$ cat config.mk
export PLATFORM = sky130hd
export DESIGN_NAME = hicore_trap_ctrl_flat
export DESIGN_NICKNAME = d
export VERILOG_FILES = /design/src/rtl/hicore_defines.sv /design/src/rtl/hicore_trap_ctrl_if.sv /design/src/rtl/hicore_irq_pick.sv /design/src/rtl/hicore_trap_ctrl.sv /design/src/flat_wrapper.sv
export SDC_FILE = /design/constraint.sdc
export NUM_CORES = 1
export LEC_CHECK = 0
export ABC_AREA = 1
export CORE_AREA = 3 3 150 152
export CTS_BUF_LIST = sky130_fd_sc_hd__clkbuf_4 sky130_fd_sc_hd__clkbuf_8
export CTS_CLUSTER_DIAMETER = 30
export DETAILED_ROUTE_END_ITERATION = 10
export DIE_AREA = 0 0 153 155
export GPL_TIMING_DRIVEN = 0
export PLACE_DENSITY = 0.62
export SYNTH_ARGS = -nofsm -noshare
export SYNTH_HDL_FRONTEND = slang
export SYNTH_HIERARCHICAL = 1
export SYNTH_SLANG_ARGS = --single-unit
$ cat constraint.sdc
create_clock -name clk -period 4.8 [get_ports clk]
set_input_delay 0.96 -clock clk [delete_from_list [all_inputs] [get_ports clk]]
set_output_delay 0.96 -clock clk [all_outputs]
set_load 0.02 [all_outputs]
$ cat src/rtl/hicore_defines.sv
// Shared HiCore definitions: sizes, trap controller state encoding,
// machine interrupt bit positions and mtvec mode values.
package hicore_defines;

    localparam int unsigned HICORE_EXCP_SIZE = 16;
    localparam int unsigned HICORE_IRQ_SIZE  = 12;

    typedef enum logic [1:0] {
        TRAP_RUN   = 2'd0,
        TRAP_DRAIN = 2'd1,
        TRAP_WFI   = 2'd2
    } trap_state_e;

    localparam int unsigned IRQ_MEI = 11;
    localparam int unsigned IRQ_MSI = 3;
    localparam int unsigned IRQ_MTI = 7;

    localparam logic [1:0] MTVEC_DIRECT   = 2'b00;
    localparam logic [1:0] MTVEC_VECTORED = 2'b01;

    function automatic logic [31:0] mtvec_base(input logic [31:0] mtvec);
        return mtvec & 32'hFFFF_FFFC;
    endfunction

endpackage

$ cat src/rtl/hicore_trap_ctrl_if.sv
// ROB-head / CSR-commit bundle between the reorder buffer, the trap
// controller (slave) and the CSR unit.
interface hicore_trap_ctrl_if
    import hicore_defines::*;
#(
    parameter int unsigned EXCP_W = HICORE_EXCP_SIZE,
    parameter int unsigned IRQ_W  = HICORE_IRQ_SIZE
) ();

    logic              rob_head_valid;
    logic [EXCP_W-1:0] rob_head_excp;
    logic [31:0]       rob_head_pc;
    logic [31:0]       rob_head_next_pc;
    logic              rob_head_csr_need;
    logic [11:0]       rob_head_csr_idx;
    logic [31:0]       rob_head_csr_data;
    logic              rob_head_mret;
    logic              rob_head_wfi;
    logic              rob_head_pop;

    logic              commit_valid;
    logic [EXCP_W-1:0] commit_excp;
    logic [IRQ_W-1:0]  commit_irq;
    logic [31:0]       commit_pc;
    logic [31:0]       commit_next_pc;
    logic              commit_csr_need;
    logic [11:0]       commit_csr_idx;
    logic [31:0]       commit_csr_data;
    logic              commit_mret_op;

    modport master (
        output rob_head_valid, rob_head_excp, rob_head_pc, rob_head_next_pc,
               rob_head_csr_need, rob_head_csr_idx, rob_head_csr_data,
               rob_head_mret, rob_head_wfi,
        input  rob_head_pop,
        input  commit_valid, commit_excp, commit_irq, commit_pc, commit_next_pc,
               commit_csr_need, commit_csr_idx, commit_csr_data, commit_mret_op
    );

    modport slave (
        input  rob_head_valid, rob_head_excp, rob_head_pc, rob_head_next_pc,
               rob_head_csr_need, rob_head_csr_idx, rob_head_csr_data,
               rob_head_mret, rob_head_wfi,
        output rob_head_pop,
        output commit_valid, commit_excp, commit_irq, commit_pc, commit_next_pc,
               commit_csr_need, commit_csr_idx, commit_csr_data, commit_mret_op
    );

endinterface

$ cat src/rtl/hicore_irq_pick.sv
// One-hot priority pick of the pending machine interrupt (MEI > MSI > MTI)
// and its cause number for vectored trap entry.
module hicore_irq_pick
    import hicore_defines::*;
#(
    parameter int unsigned IRQ_W = HICORE_IRQ_SIZE
) (
    input  logic [IRQ_W-1:0] pend,
    output logic [IRQ_W-1:0] irq_sel,
    output logic [3:0]       cause
);

    always_comb begin
        irq_sel = '0;
        cause   = '0;
        if (pend[IRQ_MEI]) begin
            irq_sel[IRQ_MEI] = 1'b1;
            cause            = 4'(IRQ_MEI);
        end else if (pend[IRQ_MSI]) begin
            irq_sel[IRQ_MSI] = 1'b1;
            cause            = 4'(IRQ_MSI);
        end else if (pend[IRQ_MTI]) begin
            irq_sel[IRQ_MTI] = 1'b1;
            cause            = 4'(IRQ_MTI);
        end else begin
            // Platform lines beyond the standard three: lowest index wins.
            for (int unsigned i = IRQ_W; i > 0; i--) begin
                if (pend[i-1]) begin
                    irq_sel      = '0;
                    irq_sel[i-1] = 1'b1;
                    cause        = 4'(i-1);
                end
            end
        end
    end

endmodule

$ cat src/rtl/hicore_trap_ctrl.sv
// Commit/trap controller: retires the ROB head into the CSR unit, decides
// trap/mret/CSR/wfi redirects and holds a drain window after each flush.
module hicore_trap_ctrl
    import hicore_defines::*;
#(
    parameter int unsigned FLUSH_CYCLES = 2,
    parameter int unsigned EXCP_W       = HICORE_EXCP_SIZE,
    parameter int unsigned IRQ_W        = HICORE_IRQ_SIZE
) (
    input  logic              clk,
    input  logic              rst,
    hicore_trap_ctrl_if.slave rob,
    input  logic              ext_irq,
    input  logic              sft_irq,
    input  logic              tmr_irq,
    input  logic [IRQ_W-1:0]  irq_msk,
    input  logic [31:0]       csr_mepc,
    input  logic [31:0]       csr_mtvec,
    output logic              flush,
    output logic [31:0]       redirect_pc,
    output logic              fetch_stall
);

    trap_state_e       state_q, state_d;
    logic [2:0]        cnt_q, cnt_d;
    logic              flush_q, flush_d;
    logic [31:0]       redir_q, redir_d;
    logic [IRQ_W-1:0]  irq_raw_q, irq_raw_d;

    logic [IRQ_W-1:0]  pend;
    logic [IRQ_W-1:0]  irq_sel;
    logic [3:0]        irq_cause;
    logic [EXCP_W-1:0] excp;
    logic              run, commit, has_excp, irq_ok;
    logic [31:0]       trap_base, irq_target;

    hicore_irq_pick #(
        .IRQ_W (IRQ_W)
    ) u_irq_pick (
        .pend    (pend),
        .irq_sel (irq_sel),
        .cause   (irq_cause)
    );

    always_comb begin
        irq_raw_d          = '0;
        irq_raw_d[IRQ_MEI] = ext_irq;
        irq_raw_d[IRQ_MSI] = sft_irq;
        irq_raw_d[IRQ_MTI] = tmr_irq;
    end

    assign pend      = irq_raw_q & irq_msk;
    assign excp      = rob.rob_head_excp;
    assign has_excp  = |excp;
    assign run       = (state_q == TRAP_RUN) && !rst;
    assign commit    = run && rob.rob_head_valid;
    assign irq_ok    = (|pend) && !has_excp && !rob.rob_head_mret && !rob.rob_head_csr_need;
    assign trap_base = mtvec_base(csr_mtvec);

    always_comb begin
        unique case (csr_mtvec[1:0])
            MTVEC_DIRECT:   irq_target = trap_base;
            MTVEC_VECTORED: irq_target = trap_base + {26'd0, irq_cause, 2'b00};
            default:        irq_target = trap_base;
        endcase
    end

    always_comb begin
        rob.rob_head_pop    = commit;
        rob.commit_valid    = commit;
        rob.commit_excp     = '0;
        rob.commit_irq      = '0;
        rob.commit_pc       = '0;
        rob.commit_next_pc  = '0;
        rob.commit_csr_need = 1'b0;
        rob.commit_csr_idx  = '0;
        rob.commit_csr_data = '0;
        rob.commit_mret_op  = 1'b0;
        if (run) begin
            rob.commit_excp     = excp;
            rob.commit_irq      = irq_ok ? irq_sel : '0;
            rob.commit_pc       = rob.rob_head_pc;
            rob.commit_next_pc  = rob.rob_head_next_pc;
            rob.commit_csr_need = rob.rob_head_csr_need;
            rob.commit_csr_idx  = rob.rob_head_csr_idx;
            rob.commit_csr_data = rob.rob_head_csr_data;
            rob.commit_mret_op  = rob.rob_head_mret;
        end
    end

    // The if-chain order is the event priority on a commit.
    always_comb begin
        state_d = state_q;
        cnt_d   = cnt_q;
        flush_d = 1'b0;
        redir_d = '0;
        unique case (state_q)
            TRAP_RUN: begin
                if (commit) begin
                    flush_d = 1'b1;
                    state_d = TRAP_DRAIN;
                    cnt_d   = 3'(FLUSH_CYCLES);
                    if (has_excp) begin
                        redir_d = trap_base;
                    end else if (irq_ok) begin
                        redir_d = irq_target;
                    end else if (rob.rob_head_mret) begin
                        redir_d = csr_mepc;
                    end else if (rob.rob_head_csr_need) begin
                        redir_d = rob.rob_head_next_pc;
                    end else if (rob.rob_head_wfi) begin
                        redir_d = rob.rob_head_next_pc;
                        state_d = TRAP_WFI;
                        cnt_d   = cnt_q;
                    end else begin
                        flush_d = 1'b0;
                        state_d = TRAP_RUN;
                        cnt_d   = cnt_q;
                    end
                end
            end
            TRAP_DRAIN: begin
                if (cnt_q <= 3'd1) begin
                    state_d = TRAP_RUN;
                    cnt_d   = '0;
                end else begin
                    cnt_d = cnt_q - 3'd1;
                end
            end
            TRAP_WFI: begin
                if (|irq_raw_q) state_d = TRAP_RUN;
            end
            default: state_d = TRAP_RUN;
        endcase
    end

    always_ff @(posedge clk) begin
        if (rst) begin
            state_q   <= TRAP_RUN;
            cnt_q     <= '0;
            flush_q   <= 1'b0;
            redir_q   <= '0;
            irq_raw_q <= '0;
        end else begin
            state_q   <= state_d;
            cnt_q     <= cnt_d;
            flush_q   <= flush_d;
            redir_q   <= redir_d;
            irq_raw_q <= irq_raw_d;
        end
    end

    assign flush       = flush_q && !rst;
    assign redirect_pc = rst ? '0 : redir_q;
    assign fetch_stall = (state_q == TRAP_WFI) && !rst;

endmodule

$ cat src/flat_wrapper.sv
// flat-port wrapper written by rule: the top's interface ports become plain ports
module hicore_trap_ctrl_flat import hicore_defines::*;
#(
    parameter int unsigned FLUSH_CYCLES = 2,
    parameter int unsigned EXCP_W       = HICORE_EXCP_SIZE,
    parameter int unsigned IRQ_W        = HICORE_IRQ_SIZE
)
  (clk, rst, ext_irq, sft_irq, tmr_irq, irq_msk, csr_mepc, csr_mtvec, flush, redirect_pc, fetch_stall, rob_rob_head_valid, rob_rob_head_excp, rob_rob_head_pc, rob_rob_head_next_pc, rob_rob_head_csr_need, rob_rob_head_csr_idx, rob_rob_head_csr_data, rob_rob_head_mret, rob_rob_head_wfi, rob_rob_head_pop, rob_commit_valid, rob_commit_excp, rob_commit_irq, rob_commit_pc, rob_commit_next_pc, rob_commit_csr_need, rob_commit_csr_idx, rob_commit_csr_data, rob_commit_mret_op);
  hicore_trap_ctrl_if #(.EXCP_W(EXCP_W), .IRQ_W(IRQ_W)) rob_i ();
  input  logic clk;
  input  logic rst;
  input  logic ext_irq;
  input  logic sft_irq;
  input  logic tmr_irq;
  input  logic [IRQ_W-1:0] irq_msk;
  input  logic [31:0] csr_mepc;
  input  logic [31:0] csr_mtvec;
  output logic flush;
  output logic [31:0] redirect_pc;
  output logic fetch_stall;
  input wire logic [$bits(rob_i.rob_head_valid)-1:0] rob_rob_head_valid;
  input wire logic [$bits(rob_i.rob_head_excp)-1:0] rob_rob_head_excp;
  input wire logic [$bits(rob_i.rob_head_pc)-1:0] rob_rob_head_pc;
  input wire logic [$bits(rob_i.rob_head_next_pc)-1:0] rob_rob_head_next_pc;
  input wire logic [$bits(rob_i.rob_head_csr_need)-1:0] rob_rob_head_csr_need;
  input wire logic [$bits(rob_i.rob_head_csr_idx)-1:0] rob_rob_head_csr_idx;
  input wire logic [$bits(rob_i.rob_head_csr_data)-1:0] rob_rob_head_csr_data;
  input wire logic [$bits(rob_i.rob_head_mret)-1:0] rob_rob_head_mret;
  input wire logic [$bits(rob_i.rob_head_wfi)-1:0] rob_rob_head_wfi;
  output wire logic [$bits(rob_i.rob_head_pop)-1:0] rob_rob_head_pop;
  output wire logic [$bits(rob_i.commit_valid)-1:0] rob_commit_valid;
  output wire logic [$bits(rob_i.commit_excp)-1:0] rob_commit_excp;
  output wire logic [$bits(rob_i.commit_irq)-1:0] rob_commit_irq;
  output wire logic [$bits(rob_i.commit_pc)-1:0] rob_commit_pc;
  output wire logic [$bits(rob_i.commit_next_pc)-1:0] rob_commit_next_pc;
  output wire logic [$bits(rob_i.commit_csr_need)-1:0] rob_commit_csr_need;
  output wire logic [$bits(rob_i.commit_csr_idx)-1:0] rob_commit_csr_idx;
  output wire logic [$bits(rob_i.commit_csr_data)-1:0] rob_commit_csr_data;
  output wire logic [$bits(rob_i.commit_mret_op)-1:0] rob_commit_mret_op;
  assign rob_i.rob_head_valid = rob_rob_head_valid;
  assign rob_i.rob_head_excp = rob_rob_head_excp;
  assign rob_i.rob_head_pc = rob_rob_head_pc;
  assign rob_i.rob_head_next_pc = rob_rob_head_next_pc;
  assign rob_i.rob_head_csr_need = rob_rob_head_csr_need;
  assign rob_i.rob_head_csr_idx = rob_rob_head_csr_idx;
  assign rob_i.rob_head_csr_data = rob_rob_head_csr_data;
  assign rob_i.rob_head_mret = rob_rob_head_mret;
  assign rob_i.rob_head_wfi = rob_rob_head_wfi;
  assign rob_rob_head_pop = rob_i.rob_head_pop;
  assign rob_commit_valid = rob_i.commit_valid;
  assign rob_commit_excp = rob_i.commit_excp;
  assign rob_commit_irq = rob_i.commit_irq;
  assign rob_commit_pc = rob_i.commit_pc;
  assign rob_commit_next_pc = rob_i.commit_next_pc;
  assign rob_commit_csr_need = rob_i.commit_csr_need;
  assign rob_commit_csr_idx = rob_i.commit_csr_idx;
  assign rob_commit_csr_data = rob_i.commit_csr_data;
  assign rob_commit_mret_op = rob_i.commit_mret_op;
  hicore_trap_ctrl #(.FLUSH_CYCLES(FLUSH_CYCLES), .EXCP_W(EXCP_W), .IRQ_W(IRQ_W)) u_core (.clk(clk), .rst(rst), .rob(rob_i), .ext_irq(ext_irq), .sft_irq(sft_irq), .tmr_irq(tmr_irq), .irq_msk(irq_msk), .csr_mepc(csr_mepc), .csr_mtvec(csr_mtvec), .flush(flush), .redirect_pc(redirect_pc), .fetch_stall(fetch_stall));
endmodule
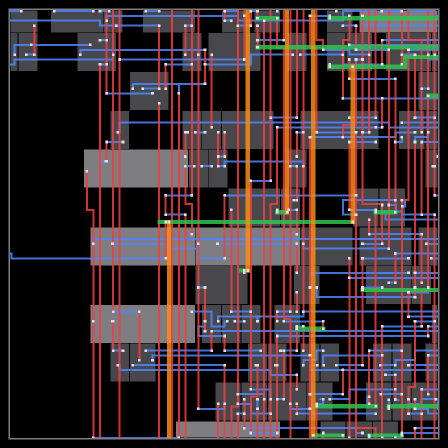
Fig. 1. A small window of the routed layout.
Region (62, 94) to (92, 124) um. Cells in grey, sequential cells in the stronger grey; small squares are vias.
M2: drawn in red. M1: drawn in blue. M3: drawn in green. M4: drawn in orange.
Sequential cells in the window: 5. Netlist names of flops here include u_core/redir_q (5). 63 logic cells have their middle in the window. Most frequent: inv_1 (14), clkdlybuf4s50_1 (10).

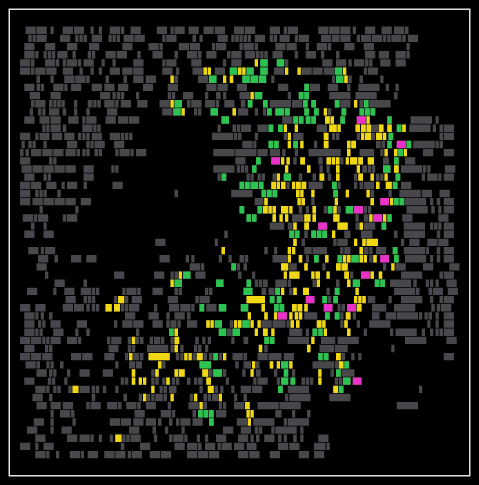
Fig. 2. Logic cells by family.
Drawn at 3 px/um.
aoi and oai cells: drawn in green, cells 136, most used o21ai_0. nand cells: drawn in yellow, cells 225, most used nand2_1. xor and xnor cells: drawn in magenta, cells 14, where middle right.

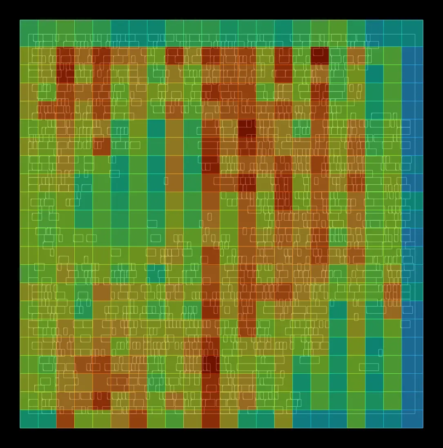
Fig. 3. Track usage over the die.
Routed WL per cell: 17.6 um
final core utilization: 0.434

layout make-up:
| type | count | area (sq um) | area share |
|---|---|---|---|
| Multi-Input combinational cell | 659 | 3140 | 0.342 |
| Antenna cell | 1 | 2.50 | 0.000273 |
| Tap cell | 275 | 344 | 0.0375 |
| Buffer | 45 | 233 | 0.0253 |
| Clock inverter | 1 | 30.0 | 0.00327 |
| Inverter | 236 | 890 | 0.0969 |
| Timing Repair Buffer | 363 | 3630 | 0.396 |
| Sequential cell | 41 | 821 | 0.0894 |
| Clock buffer | 7 | 90.1 | 0.00981 |
per-layer routing:
layer / track usage / vias up
met4: 0.0441 / 2
met1: 0.276 / 3126
met5: 0 / -
met2: 0.400 / 294
met3: 0.0765 / 29
li1: - / 3623
==> qor.txt <==
Setup repair after global routing missed its margin: false
Max rail drop VDD: 0.102 mV
I/O Pins: 383
Status: complete, no violations
Drt initial violations: 502
Hold Path Sink: u_core/cnt_q[0]
Largest area contributor in the netlist: inv_1
Reg clk slew, reported paths: 0.07 ns
DRC Markers: 0
R2R Path Start: u_core/irq_raw_q[11]
WP depth: 7
CP max-delay cell: clkdlybuf4s50_1
Worst Path Arrival: 3.57 ns
Post-CTS Setup Inserts: 0
Most used cell, CP: clkdlybuf4s50_1
Largest net degree at the start of global routing: 13
Clk. pwr: 299 uW
Die W: 153 um
Power share of the combinational group: 0.527
Yosys chip area: 4990 sq um
Area leader share: 0.171
CP endpoint kind: primary output
Pwr Total: 1.39 mW
Power Internal: 882 uW
Comb area leader: simple AND/OR/NAND/NOR gates
Critical path launch point type: primary input
Hold slack: 0.485 ns
Largest power group: combinational logic
Clock network power share: 0.215
Seq pwr share: 0.258
Dpl ws: 0.284 ns
Placeable Area: 21200 sq um
Cell Pwr Density: 152 nW/um^2
Clk_skew: 0.0151 ns
Tool warnings: 36
Worst setup margin: 0.272 ns
Worst path cell trace: clkdlybuf4s50_1 -> inv_1 -> nand2_1 -> buf_2 -> buf_1 -> nor2_1 -> clkdlybuf4s50_1
Setup TNS: 0 ns
Most frequent logic cell in the layout: clkdlybuf4s50_1
Yosys Instances: 957
Slew at the pin with the worst max-slew slack: 0.642 ns
M1 WL: 11600 um
Final WL: 28700 um
Worst EP required: 3.84 ns
Seq/Total Area, Yosys: 0.164
Syn-to-layout area delta: 84.0%
Switch share: 0.367
Final setup fails: 0
Post-synth EDFFs: 0
Hold path cells: 1
Top cell type by instance count after synthesis: inv_1
Flip-flop count of the largest register after layout: 32
Cts repair resizes: 0
Vias in the first global route: 6910
Global-route wire length before repair: 41800 um
Wire length on met3: 2800 um
CP startpoint: rst
Final #Nets: 1567
Late-Pin Clk Latency: 0.31 ns
Initial core utilization: 0.236
Global Route Usage Sum: 0.229
Final Cycle Share: 0.943
Port buffer count: 363
Max-slew violation count: 0
Prevailing post-synth register cell: dfxtp_1
Fill cells: 2294
Critical path buffers and inverters: 5
R2R Path End: u_core/redir_q[6]
Clock sink total: 41
Number of H-tree levels: 2
TritonRoute pass-1 iters: 5
Cts bufs inserted: 5
Reg2reg path depth: 17
Seq group: 360 uW
Flops & latches, synth: 41
Yosys simple share: 0.408
Cells after DPL: 1619
Number of antenna violations at the first check in global routing: 2
CTS tree: built
Final Hold Viols: 0
Biggest register: u_core/redir_q
Yosys warns: 6
Fin crit period: 4.53 ns
FFs w/ async S/R, synth: 0
CTS max path bufs: 2
Cell Type Count: 45
Power and IR drop assume default switching activity.
